==> run_1/clocks.png <==
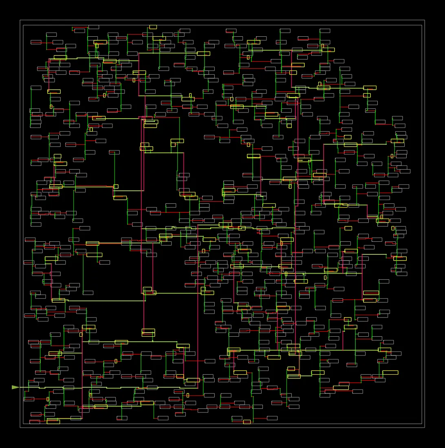
==> run_1/placement_by_type.png <==
Scale: 1 px per um. Fill, decap, tap and diode cells in gray.
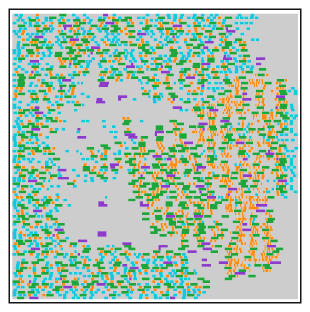
==> run_1/cell_density.png <==
Scale: 1 px per um. The die is cut into 29 by 29 equal tiles; black is low, pale yellow is high, 0 to 100% covered.
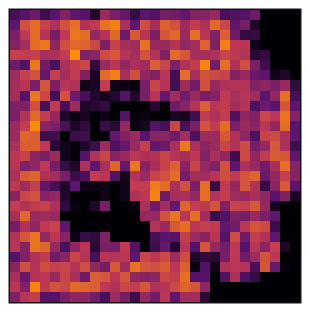
`src/rtl/bcx_nonce_scheduler.sv`:
```
// Work-unit scheduler at the head of the pipelined SHA chain: issues one round per
// cycle, tracks in-flight rounds, and reports the first winning nonce or exhaustion.
module bcx_nonce_scheduler #(
  parameter int          PARTITIONBITS = 1,
  parameter int          LATENCY       = 132,
  parameter logic [31:0] LAST_ROUND    = 32'((64'd1 << (32 - PARTITIONBITS)) - 64'd1),
  localparam int         NPROC         = 2 ** PARTITIONBITS
) (
  input  logic             clk,
  input  logic             rst,
  input  logic             work_valid,
  output logic             work_ready,
  input  logic [255:0]     work_hashstate,
  input  logic [31:0]      work_w1,
  input  logic [31:0]      work_w2,
  input  logic [31:0]      work_w3,
  input  logic             abort,
  output logic             chain_valid,
  output logic             chain_newblock,
  output logic [255:0]     chain_hashstate,
  output logic [31:0]      chain_w1,
  output logic [31:0]      chain_w2,
  output logic [31:0]      chain_w3,
  input  logic [NPROC-1:0] proc_victory,
  output logic             result_valid,
  output logic             result_found,
  output logic [31:0]      result_nonce
);
  localparam int RW = 32 - PARTITIONBITS;
  localparam logic [RW-1:0]      LAST_R = LAST_ROUND[RW-1:0];
  localparam logic [LATENCY-1:0] TOP    = LATENCY'(1) << (LATENCY - 1);

  typedef enum logic [1:0] {IDLE, ISSUE, DRAIN, DONE} state_t;

  state_t                   state;
  logic [LATENCY-1:0]       vld_pipe;
  logic [RW-1:0]            issue_round;
  logic [RW-1:0]            result_round;
  logic                     won;
  logic                     kill;
  logic [31:0]              win_nonce;
  logic [PARTITIONBITS-1:0] win_p;
  logic                     dvalid;
  logic                     capture;
  logic                     drain_last;

  assign dvalid = vld_pipe[LATENCY-1];
  // The final in-flight round is at the output this cycle, so the line is empty next cycle.
  assign drain_last = (vld_pipe & ~TOP) == '0;

  always_comb begin
    win_p = '0;
    for (int i = NPROC - 1; i >= 0; i--)
      if (proc_victory[i]) win_p = PARTITIONBITS'(i);
  end

  assign capture = dvalid && (|proc_victory) && !won && !kill &&
                   (state == ISSUE || state == DRAIN);

  always_ff @(posedge clk) begin
    if (rst) begin
      state           <= IDLE;
      work_ready      <= 1'b1;
      chain_valid     <= 1'b0;
      chain_newblock  <= 1'b0;
      chain_hashstate <= '0;
      chain_w1        <= '0;
      chain_w2        <= '0;
      chain_w3        <= '0;
      result_valid    <= 1'b0;
      result_found    <= 1'b0;
      result_nonce    <= '0;
      vld_pipe        <= '0;
      issue_round     <= '0;
      result_round    <= '0;
      won             <= 1'b0;
      kill            <= 1'b0;
      win_nonce       <= '0;
    end else begin
      vld_pipe       <= (vld_pipe << 1) | LATENCY'(chain_valid);
      chain_newblock <= 1'b0;
      result_valid   <= 1'b0;
      if (dvalid) result_round <= result_round + RW'(1);
      if (capture) begin
        won       <= 1'b1;
        win_nonce <= {result_round, win_p};
      end

      case (state)
        IDLE: begin
          if (work_valid) begin
            chain_hashstate <= work_hashstate;
            chain_w1        <= work_w1;
            chain_w2        <= work_w2;
            chain_w3        <= work_w3;
            issue_round     <= '0;
            result_round    <= '0;
            won             <= 1'b0;
            kill            <= 1'b0;
            work_ready      <= 1'b0;
            chain_valid     <= 1'b1;
            chain_newblock  <= 1'b1;
            state           <= ISSUE;
          end
        end
        ISSUE: begin
          issue_round <= issue_round + RW'(1);
          if (abort) begin
            kill        <= 1'b1;
            chain_valid <= 1'b0;
            state       <= DRAIN;
          end else if (capture || issue_round == LAST_R) begin
            chain_valid <= 1'b0;
            state       <= DRAIN;
          end
        end
        DRAIN: begin
          if (abort) kill <= 1'b1;
          if (drain_last) begin
            if (kill || abort) begin
              work_ready <= 1'b1;
              state      <= IDLE;
            end else begin
              result_valid <= 1'b1;
              result_found <= won || capture;
              result_nonce <= won ? win_nonce :
                              capture ? {result_round, win_p} : 32'd0;
              state        <= DONE;
            end
          end
        end
        default: begin
          result_found <= 1'b0;
          result_nonce <= '0;
          work_ready   <= 1'b1;
          state        <= IDLE;
        end
      endcase
    end
  end
endmodule

```
`config.mk`:
```
export PLATFORM = sky130hd
export DESIGN_NAME = bcx_nonce_scheduler
export DESIGN_NICKNAME = d
export VERILOG_FILES = /design/src/rtl/bcx_nonce_scheduler.sv
export SDC_FILE = /design/constraint.sdc
export NUM_CORES = 1
export LEC_CHECK = 0
export CELL_PAD_IN_SITES_DETAIL_PLACEMENT = 1
export CELL_PAD_IN_SITES_GLOBAL_PLACEMENT = 1
export CORE_AREA = 2 2 288 290
export DETAILED_ROUTE_END_ITERATION = 8
export DIE_AREA = 0 0 290 292
export GPL_TIMING_DRIVEN = 0
export HOLD_SLACK_MARGIN = 0.06
export PLACE_DENSITY = 0.6
export SYNTH_ARGS = -nofsm -noshare
export SYNTH_HDL_FRONTEND = slang
export SYNTH_SLANG_ARGS = --single-unit
```
`constraint.sdc`:
```
create_clock -name clk -period 2.8 [get_ports clk]
set_input_delay 0.42 -clock clk [delete_from_list [all_inputs] [get_ports clk]]
set_output_delay 0.42 -clock clk [all_outputs]
set_load 0.02 [all_outputs]
```
==> run summary, run 1 <==
yosys + openroad results -> setup tns final=0 ns, Final #Nets=2953, port buffer count=745, fill count=8895, Min-Delay Path Depth=2, Slew @ Worst Pin=between 0.9 and 1 ns, Largest type area fraction=0.6214, Syn. warnings=0, clock tree sinks=619, startpoint types=flop, die span in x=290 um, Crit path required time=about 3.3 ns, DR WL/cell=between 20 and 30 um, Peak VDD IR=0.4309 mV, pin count of the biggest net entering global routing=14, IO Count=747, antenna violations before repair=59, floorplan core density=0.2444, non-filler cells, final=3728, CP max FO=10, WS Path Type=reg2reg, Seq. cell area=about 12000 um2, Chip Area, Yosys=19940 um2, number of cells on the worst reg-to-reg path=8, reg2reg start=vld_pipe[26]$_SDFF_PP0_, Placement Cell Area=28740 um2, Hold Startpoint=work_hashstate[116], max frequency=0.3813 GHz, vias per cell=4.782, cycle use final=0.9366, DP Cell Count=3586, Final Max Tran Viols=0, Critical Path End=result_nonce[6]$_SDFFE_PP0P_, Worst Hold Class=in2reg, vias in the first global route=18895, Setup crit end kind=flop, Max Cap Viol=0, Crit path largest cell delay=0.48 ns, P&R area growth vs syn=56.30%, drt pass-1 iters=5, Iteration-0 DRC Markers=992, Combinational Power Share=0.257, Final Critical Period=approximately 2.6 ns, Max stage delay cell, worst path=nor4_4, Sequential Power Share=0.393, H-tree levels=3, die area=roughly 85000 um2, HPWL reported at the end of detailed placement=86030 um, synth top area cells=dfxtp_1 62%, a22o_1 15%, nor2b_1 4.2%, Cell variety after synth=~44, OpenROAD warnings=29, routed wire length=106200 um, CTS max path bufs=3, antenna viol nets, final=0, clock power share=0.350, largest area contributor in the netlist=dfxtp_1, hold buffers post-CTS=0, Post-route DRC=0, max_slew headroom=0.3518, total congestion overflow=0, layout cells sized above 1=0.06025, synthesized net count=approximately 2100, Logic cell area=7007 um2, status=complete, no violations, Post-CTS Setup Bufs=0, CTS tree=done, cts repair resizes=15, Power, Total=27.02 mW, final setup fails=0, Die H=292 um, Hold Path Sink=chain_hashstate[116]$_SDFFE_PP0P_, cell chosen for the clock root=clkbuf_16, Net Sw Frac=0.3199, dpl ws=-1.120 ns, Crit path arrival time=3.09 ns, Int Pwr=~18 mW, Post-Syn Area=19940 um2, reg2reg end=result_nonce[6]$_SDFFE_PP0P_
-- clocks.png (at the start) --
worst skew pair latency: 0.61 ns
Num CTS Buffers: 70
# clk buffers: 100

-- placement_by_type.png (at the start) --
class	color	cells	share of their area
clock drivers and dummy loads	purple	122	7.8%
flops	green	619	42%
other buffers and delay cells	cyan	881	27%
combinational and other logic	orange	1017	24%
core area: 81580 um2
row count: 105
Seq area share: 0.3976
final core utilization: 0.3821
final instance area: 31170 um2

-- cell_density.png (at the start) --
fullest tile	75%
emptiest ninth of the die	lower right
mean over tiles	35%
nearly empty tiles	12%

[run 1: power groups by stage]
| stage | logic [mW] | clock network (mW) | registers [mW] |
|---|---|---|---|
| finish | 6.95 | 9.45 | 10.6 |
| global route | 7.34 | 10.1 | 10.7 |
| CTS | 6.98 | 9.67 | 10.6 |
| detailed placement | 6.92 | 0 | 10.7 |
| global placement | 6.87 | 0 | 10.7 |
| floorplan | 1.77 | 0 | 11.8 |
[run 1: kinds of logic after synthesis]
family / share of synthesized area
flops: 0.6214
mux: 0.002321
simple gates: 0.1238
fa+ha+maj: 0.003764
xor+xnor: 0.02284
buf+inv: 0.02823
compound gates: 0.1976
[run 1: metal layers]
layer | up-vias | share of wire | track usage
li1 | 8082 | - | -
met1 | 8931 | 0.39 | 0.2818
met2 | 634 | 0.45 | 0.3918
met3 | 173 | 0.12 | 0.1252
met4 | 8 | 0.033 | 0.07914
met5 | - | 0.00042 | 0
[run 1: cells in the final DEF, fill, tap and decap left out, drive strengths merged, types with 2 or more instances in the layout]
cell type,count
mux2,2
nor2,80
and4,5
nand4,26
clkbuf,214
xor2,32
a22oi,31
ha,6
nor3,12
a22o,352
inv,11
bufinv,5
nand2,97
o31ai,34
nor4,42
clkdlybuf4s50,745
xnor2,20
mux2i,2
clkinv,15
and3,7
dfxtp,619
o2111ai,2
nand2b,3
buf,22
a21oi,45
nand3,54
or3,5
o21ai,7
diode,19
nor2b,134
[run 1: state kept, by name, summed over array words and instances, names as in the netlist]
register and flops:
vld_pipe 132, chain_valid 1, kill 1, chain_newblock 1, won 1, result_round 31, result_nonce 32, result_found 1
work_ready 1, chain_hashstate 256, state 2, result_valid 1, chain_w2 32, win_nonce 32, chain_w1 32, issue_round 31
chain_w3 32
[run 1: synth_stat cells]
| master | count |
|---|---|
| dfxtp_1 | 619 |
| nand4bb_1 | 1 |
| inv_1 | 9 |
| nor2b_1 | 134 |
| a22o_1 | 352 |
| a21oi_1 | 45 |
| nor3_1 | 12 |
| ha_1 | 6 |
| or2_2 | 1 |
| mux2i_1 | 1 |
| and2_1 | 1 |
| o2111a_1 | 1 |
| or3_1 | 5 |
| mux2i_2 | 1 |
| xor2_1 | 32 |
| nand3b_1 | 1 |
| o2111ai_1 | 2 |
| nand4_1 | 26 |
| nand3_2 | 1 |
| nor4_2 | 2 |
| o21ai_0 | 7 |
| nor2_1 | 80 |
| a2111oi_4 | 1 |
| and4_1 | 5 |
| buf_1 | 12 |
| clkbuf_1 | 112 |
| mux2_1 | 2 |
| and3_1 | 7 |
| nand3_1 | 53 |
| buf_6 | 1 |
| and4b_1 | 1 |
| a32oi_1 | 1 |
| nor4_1 | 39 |
| buf_2 | 9 |
| o31ai_2 | 6 |
| nand2_1 | 97 |
| a21boi_0 | 1 |
| xnor2_1 | 20 |
| nand2b_1 | 3 |
| a22oi_1 | 31 |
| buf_4 | 1 |
| o21bai_1 | 1 |
| o31ai_1 | 28 |
| nor4_4 | 1 |
[run 1: final cells by class]
class                      count  area share
antenna                       19    0.001525
timing repair buffer         746      0.2395
clock buffer                 100     0.06571
multi-input combinational   1008      0.2248
clock inverter                22    0.008751
inverter                       9    0.001084
sequential                   619      0.3976
tap                         1070     0.04295
buffer                       135     0.01814
==> run 2: changes to the inputs <==
Settings changed: HOLD_SLACK_MARGIN 0.06 to 0.03, PLACE_DENSITY 0.6 to 0.62.
==> run_2/placement_by_type.png <==
Scale: 1 px per um. Fill, decap, tap and diode cells in gray.
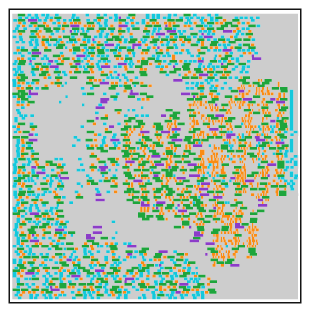
class	color	cells	share of their area
other buffers and delay cells	cyan	880	27%
clock drivers and dummy loads	purple	132	8.2%
flops	green	619	41%
combinational and other logic	orange	1017	24%
final core utilization: 0.3835
Seq area share: 0.3961
final instance area: 31280 um2

==> run_2/cell_density.png <==
Scale: 1 px per um. The die is cut into 29 by 29 equal tiles; black is low, pale yellow is high, 0 to 100% covered.
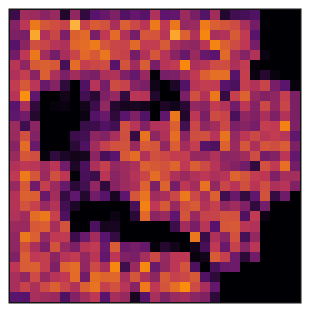
emptiest ninth of the die	lower right
nearly empty tiles	16%
mean over tiles	35%
tiles over 75% full	0.60%
fullest tile	83%
floorplan core density: 0.2444

==> run_2/clk_routes.png <==
Scale: 2 px per um.
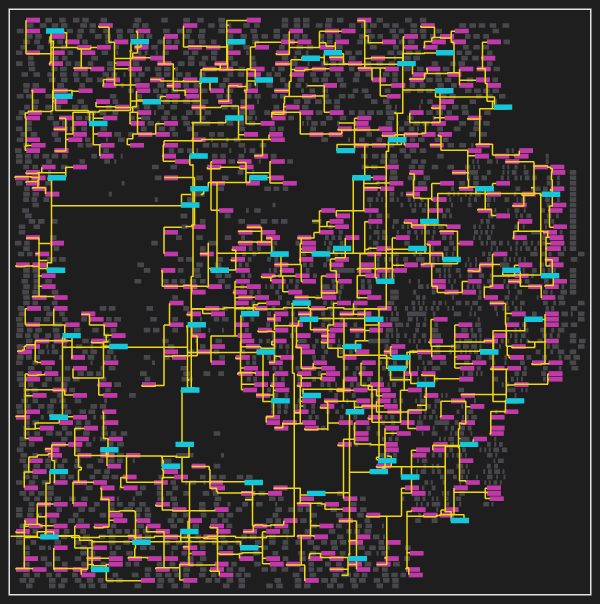
[flip-flops] magenta | count: 619
[clock wires] yellow | length: 8830 um
[clock drivers] cyan | count: 73
routed clock nets	74
Clock Skew: 0.02568 ns
clock power share: 0.355
clk pwr: 9.67 mW

==> run 2 against run 1 <==
Against the previous run: count of clock-buffer cells in the layout grew 6; synthesized area did not move; sequential power about the same; cell area is 0.37% higher; flip-flop count unchanged.
==> run summary, run 2 <==
yosys + openroad results -> max frequency=0.3754 GHz, largest area contributor in the netlist=dfxtp_1, Combinational Power Share=0.257, final setup fails=0, port buffer count=745, Synth Flop Type=dfxtp_1, cycle use final=0.9514, WS Path Type=reg2reg, Die H=between 200 and 300 um, Crit path arrival time=3.14 ns, status=complete, no violations, Net Sw Frac=0.3202, CP max FO=10, fill count=8873, max_slew headroom=0.4265, cell chosen for the clock root=clkbuf_16, Crit path required time=between 3 and 4 ns, routed wire length=102000 um, met2 wire length=44850 um, Int Pwr=roughly 19 mW, max reg flops=256, CTS tree=done, Placement Cell Area=roughly 29000 um2, H-tree levels=3, Cell variety after synth=44, IO Count=747, synthesized net count=2135, DR WL/cell=27.29 um, core area=81580 um2, Post-Syn Area=19940 um2, layout cells sized above 1=0.06533, commonest cells in the netlist=619 x dfxtp_1, 352 x a22o_1, 134 x nor2b_1, worst skew pair latency=0.61 ns, die span in x=290 um, Chip Area, Yosys=19940 um2, Iteration-0 DRC Markers=992, highest routed layer=met5, most numerous cell in the Yosys netlist=dfxtp_1, synth top area cells=dfxtp_1 62%, a22o_1 15%, nor2b_1 4.2%, pin count of the biggest net entering global routing=13, Largest type area fraction=0.6214, vias per cell=4.722, total congestion overflow=0, most used logic cell in the final layout=clkdlybuf4s50_1, Setup crit end kind=flop, CTS max path bufs=3, die area=84680 um2, antenna violations before repair=38, DRT met1 WL=40780 um, Slew @ Worst Pin=around 0.85 ns, Top cells excl fill/tap=745 x clkdlybuf4s50_1, 619 x dfxtp_1, 352 x a22o_1, WL met3=13770 um, Crit path largest cell delay=0.45 ns, Max stage delay cell, worst path=nor3_1, Sequential Power Share=0.388, dpl ws=-0.9789 ns, Worst Hold Class=in2reg, Async S/R FF share, synth=0, vias in the first global route=18705, largest registers=chain_hashstate: 256 flops, vld_pipe: 132 flops, Syn. warnings=0, Peak VDD IR=0.4673 mV, Post-CTS Setup Bufs=0, P&R area growth vs syn=56.87%, startpoint types=flop
==> run 2: cell counts after synthesis <==
Identical to the previous run, type by type.
==> run 2: power groups by stage <==
stage	combinational, mW	sequential, mW	clock [mW]
final	6.99	10.6	9.67
after global routing	7.36	10.7	10.3
after CTS	7.00	10.6	9.90
after detailed placement	6.95	10.7	0
after global placement	6.89	10.7	0
after floorplan	1.77	11.8	0
==> run 2: final timing paths <==
| path | end | cells past startpoint | from |
|---|---|---|---|
| worst max-delay path | result_nonce[27]$_SDFFE_PP0P_ | 8 | vld_pipe[35]$_SDFF_PP0_ |
| worst min-delay path | chain_hashstate[122]$_SDFFE_PP0P_ | 2 | work_hashstate[122] |
| worst max register to register | result_nonce[27]$_SDFFE_PP0P_ | 8 | vld_pipe[35]$_SDFF_PP0_ |
| worst min register to register | vld_pipe[122]$_SDFF_PP0_ | 1 | vld_pipe[121]$_SDFF_PP0_ |
==> run 2: area by class of cell <==
| cell class | instances | area, um2 | area share |
|---|---|---|---|
| sequential | 619 | 12390 | 0.3961 |
| timing repair buffer | 745 | 7457 | 0.2384 |
| multi-input combinational | 1008 | 6994 | 0.2236 |
| clock buffer | 106 | 2215 | 0.07079 |
| tap | 1070 | 1339 | 0.04279 |
| buffer | 135 | 564.3 | 0.01804 |
| clock inverter | 26 | 239.0 | 0.007639 |
| antenna | 20 | 50.05 | 0.001600 |
| inverter | 9 | 33.78 | 0.001080 |
==> run 2: what timing repair did <==
item                       in CTS  in global routing
cloned                          0                  0
pin swaps                       0                  0
setup endpoints to repair     283                230
hold buffers                    0                  0
resized                        12                 31
==> run 2: worst max-delay path, delay by kind of cell (launching register included) <==
kind / cells / cell delay, ns
buffers and inverters: 2 / 0.54
DFF: 1 / 0.31
AOI/OAI and AO/OA: 1 / 0.08
and+or+nand+nor: 5 / 1.60
==> run 2: logic make-up (layout without fill, tap and decap cells) <==
| group | after synthesis | after routing | synth area share |
|---|---|---|---|
| flip-flops | 619 | 619 | 0.6214 |
| AND-OR/OR-AND | 476 | 476 | 0.1976 |
| AND/OR/NAND/NOR | 470 | 470 | 0.1238 |
| buffers and inverters | 144 | 1021 | 0.02823 |
| XOR/XNOR | 52 | 52 | 0.02284 |
| adder cells (fa/ha/maj) | 6 | 6 | 0.003764 |
| multiplexers | 4 | 4 | 0.002321 |
| other | 0 | 20 | 0 |
==> run 2: through the flow <==
stage / hold WS [ns] / total power, mW / std cells
final: 0.3988 / 27.24 / 3738
after CTS: 0.3586 / 27.45 / 3718
after global placement: 0.4426 / 17.56 / 3586
after global routing: 0.3850 / 28.30 / 3730
after detailed placement: 0.4484 / 17.64 / 3586
after floorplan: 0.4336 / 13.55 / 1771
==> run 2: layer usage <==
layer,track usage,vias to the layer above
met5,0,-
li1,-,8094
met4,0.07190,6
met3,0.1264,134
met1,0.2819,8780
met2,0.3555,636
==> run 3: changes to the inputs <==
Settings changed: CORE_AREA 2 2 288 290 to 4 4 290 292, DIE_AREA 0 0 290 292 to 0 0 294 296, HOLD_SLACK_MARGIN 0.03 to 0.02.
==> run_3/cell_density.png <==
Scale: 1 px per um. The die is cut into 29 by 30 equal tiles; black is low, pale yellow is high, 0 to 100% covered.
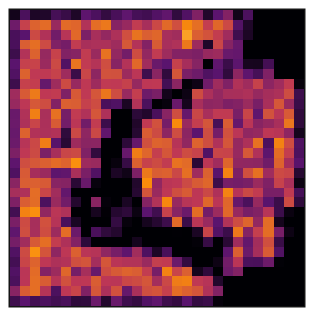
nearly empty tiles	16%
emptiest ninth of the die	lower right
mean over tiles	34%
fullest tile	80%

==> run_3/detail.png <==
Window x 134 to 159, y 136 to 161 um. Cells in gray, sequential cells in the stronger gray; small squares are vias.
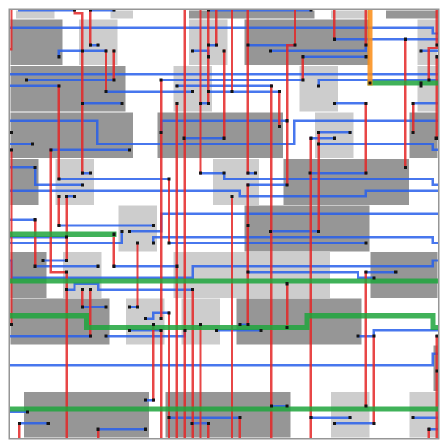
layer	color
metal 4	orange
metal 3	green
metal 2	red
metal 1	blue
sequential cells in the window	11
most frequent	dfxtp_1 (11), nor2b_1 (7), nor4_1 (4)
cells with their middle in the window	25
netlist names of flops here include	vld_pipe (11)

==> run_3/clk_routes.png <==
Scale: 2 px per um.
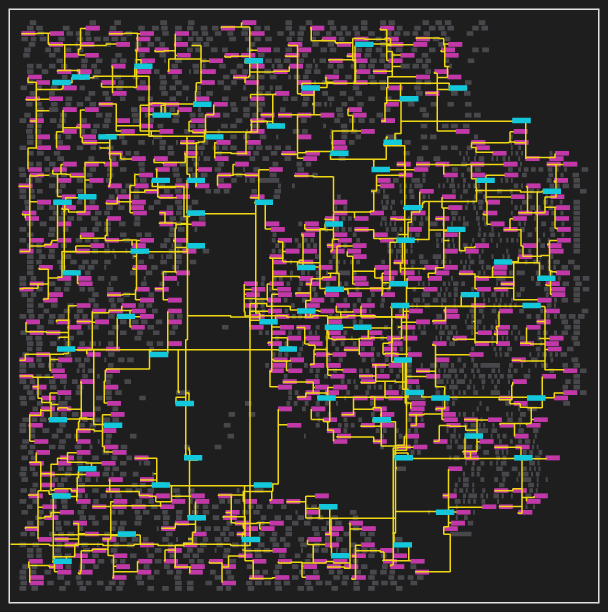
[flip-flops] magenta | count: 619
[clock drivers] cyan | count: 73
[clock wires] yellow | length: 8940 um
flops lie	spread over the die
routed clock nets	74

==> run 3 against run 2 <==
Against the previous run: final cell count grew 0.11%; power shrank 0.40%; combinational power shrank 1%; worst setup slack gained 0.039 ns; largest power group unchanged; highest routed layer unchanged; critical path depth is the same; clock power is essentially flat; utilization is essentially flat; non-clock buffer count grew 1; flip-flop count is the same.
==> run summary, run 3 <==
yosys + openroad results -> hold buffers post-CTS=0, number of enable flip-flop cells=0, startpoint types=flop, reg2reg start=state[0]$_SDFFE_PP0P_, final setup fails=0, Post-Syn Area=19940 um2, Final Critical Period=approximately 2.6 ns, final core utilization=0.3837, fill count=roughly 9000, Async S/R FF share, synth=0, status=complete, no violations, Clock Skew=0.02504 ns, Die H=296 um, largest area contributor in the netlist=dfxtp_1, Setup crit end kind=flop, cycle use final=0.9374, floorplan core density=0.2444, Power, Total=~27 mW, max reg flops=256, Int Pwr=18.57 mW, die span in x=294 um, Peak VDD IR=0.5091 mV, P&R area growth vs syn=56.95%, Synth Flop Type=dfxtp_1, vias in the first global route=between 15000 and 20000, Min-Delay Path Depth=2, setup tns final=0 ns, HPWL reported at the end of detailed placement=84110 um, Sequential Power Share=0.389, Num CTS Buffers=73, Hold Startpoint=work_hashstate[101], Chip Area, Yosys=19940 um2, Crit path largest cell delay=approximately 0.49 ns, Iteration-0 DRC Markers=1207, antenna viol nets, final=0, pin count of the biggest net entering global routing=13, antenna violations before repair=65, routed wire length=104400 um, OpenROAD warnings=29, die area=87020 um2, dpl ws=-1.020 ns, drt pass-1 iters=5, row count=~110, Largest type area fraction=0.6214, most numerous cell in the Yosys netlist=dfxtp_1, Post-route DRC=0, Final Max Tran Viols=0, Max stage delay cell, worst path=clkbuf_1, DP Cell Count=3586, worst path bufs/invs=5, layout cells sized above 1=0.06304
## run 3: through the flow
step | hold slack (ns) | cell area [um2]
after CTS | 0.3614 | 31210
after detailed placement | 0.4471 | 28740
after global routing | 0.3876 | 31280
final | 0.3998 | 31300
after global placement | 0.4411 | 28740
after floorplan | 0.4336 | 19940
## run 3: kinds of logic after synthesis
group	Yosys count	synth area share
simple gates	470	0.1238
flops	619	0.6214
xor+xnor	52	0.02284
mux	4	0.002321
fa+ha+maj	6	0.003764
buf+inv	144	0.02823
compound gates	476	0.1976
## run 3: worst register-to-register path, delay by kind of cell, from the launching register on
family	cells	cell delay, ns
AND-OR/OR-AND	2	0.41
adder cells (fa/ha/maj)	1	0.20
flip-flops	1	0.36
buffers and inverters	5	1.62
## run 3: power by group through the flow
stage	clock (mW)	sequential, mW	combinational, mW
after floorplan	0	11.8	1.77
after global placement	0	10.6	6.82
after detailed placement	0	10.7	6.87
after CTS	9.92	10.5	6.93
after global routing	10.3	10.6	7.24
final	9.69	10.5	6.90
## run 3: worst max-delay path by stage
stage | start | endpoint | slack [ns] | cells after the start
global placement | work_valid | chain_hashstate[71]$_SDFFE_PP0P_ | -0.99 | 7
finish | state[0]$_SDFFE_PP0P_ | chain_hashstate[122]$_SDFFE_PP0P_ | 0.18 | 8
floorplan | state[0]$_SDFFE_PP0P_ | issue_round[27]$_SDFFE_PP0P_ | 0.76 | 9
detailed placement | work_valid | chain_hashstate[77]$_SDFFE_PP0P_ | -1.02 | 7
global route | state[1]$_SDFFE_PP0P_ | chain_hashstate[90]$_SDFFE_PP0P_ | -0.01 | 9
CTS | state[0]$_SDFFE_PP0P_ | chain_hashstate[154]$_SDFFE_PP0P_ | 0.03 | 9
## run 3: what timing repair did
| item | 4_1_cts | 5_1_grt |
|---|---|---|
| resized | 12 | 34 |
| pin swaps | 0 | 1 |
| buffers inserted | 0 | 1 |
| setup endpoints to repair | 357 | 157 |
## run 3: area by class of cell
type	instances	area (um2)	share of cell area
flip-flops and latches	619	12390	0.3959
repair buffers	746	7465	0.2385
multi-input cells	1008	7007	0.2238
clock buffers	112	2216	0.07079
well taps	1070	1339	0.04277
plain buffers	135	565.5	0.01807
clock inverters	20	226.5	0.007235
diodes	23	57.56	0.001839
inverters	9	33.78	0.001079
## run 3: per-layer routing
metal / wire (um) / global-route usage / vias up
met5: 28 / 0 / -
met4: 3301 / 0.07257 / 6
met3: 10230 / 0.08732 / 175
met2: 48470 / 0.3719 / 666
met1: 42370 / 0.2816 / 8984
li1: - / - / 8098
No activity file was given, so power comes from the tool's default toggle rates.
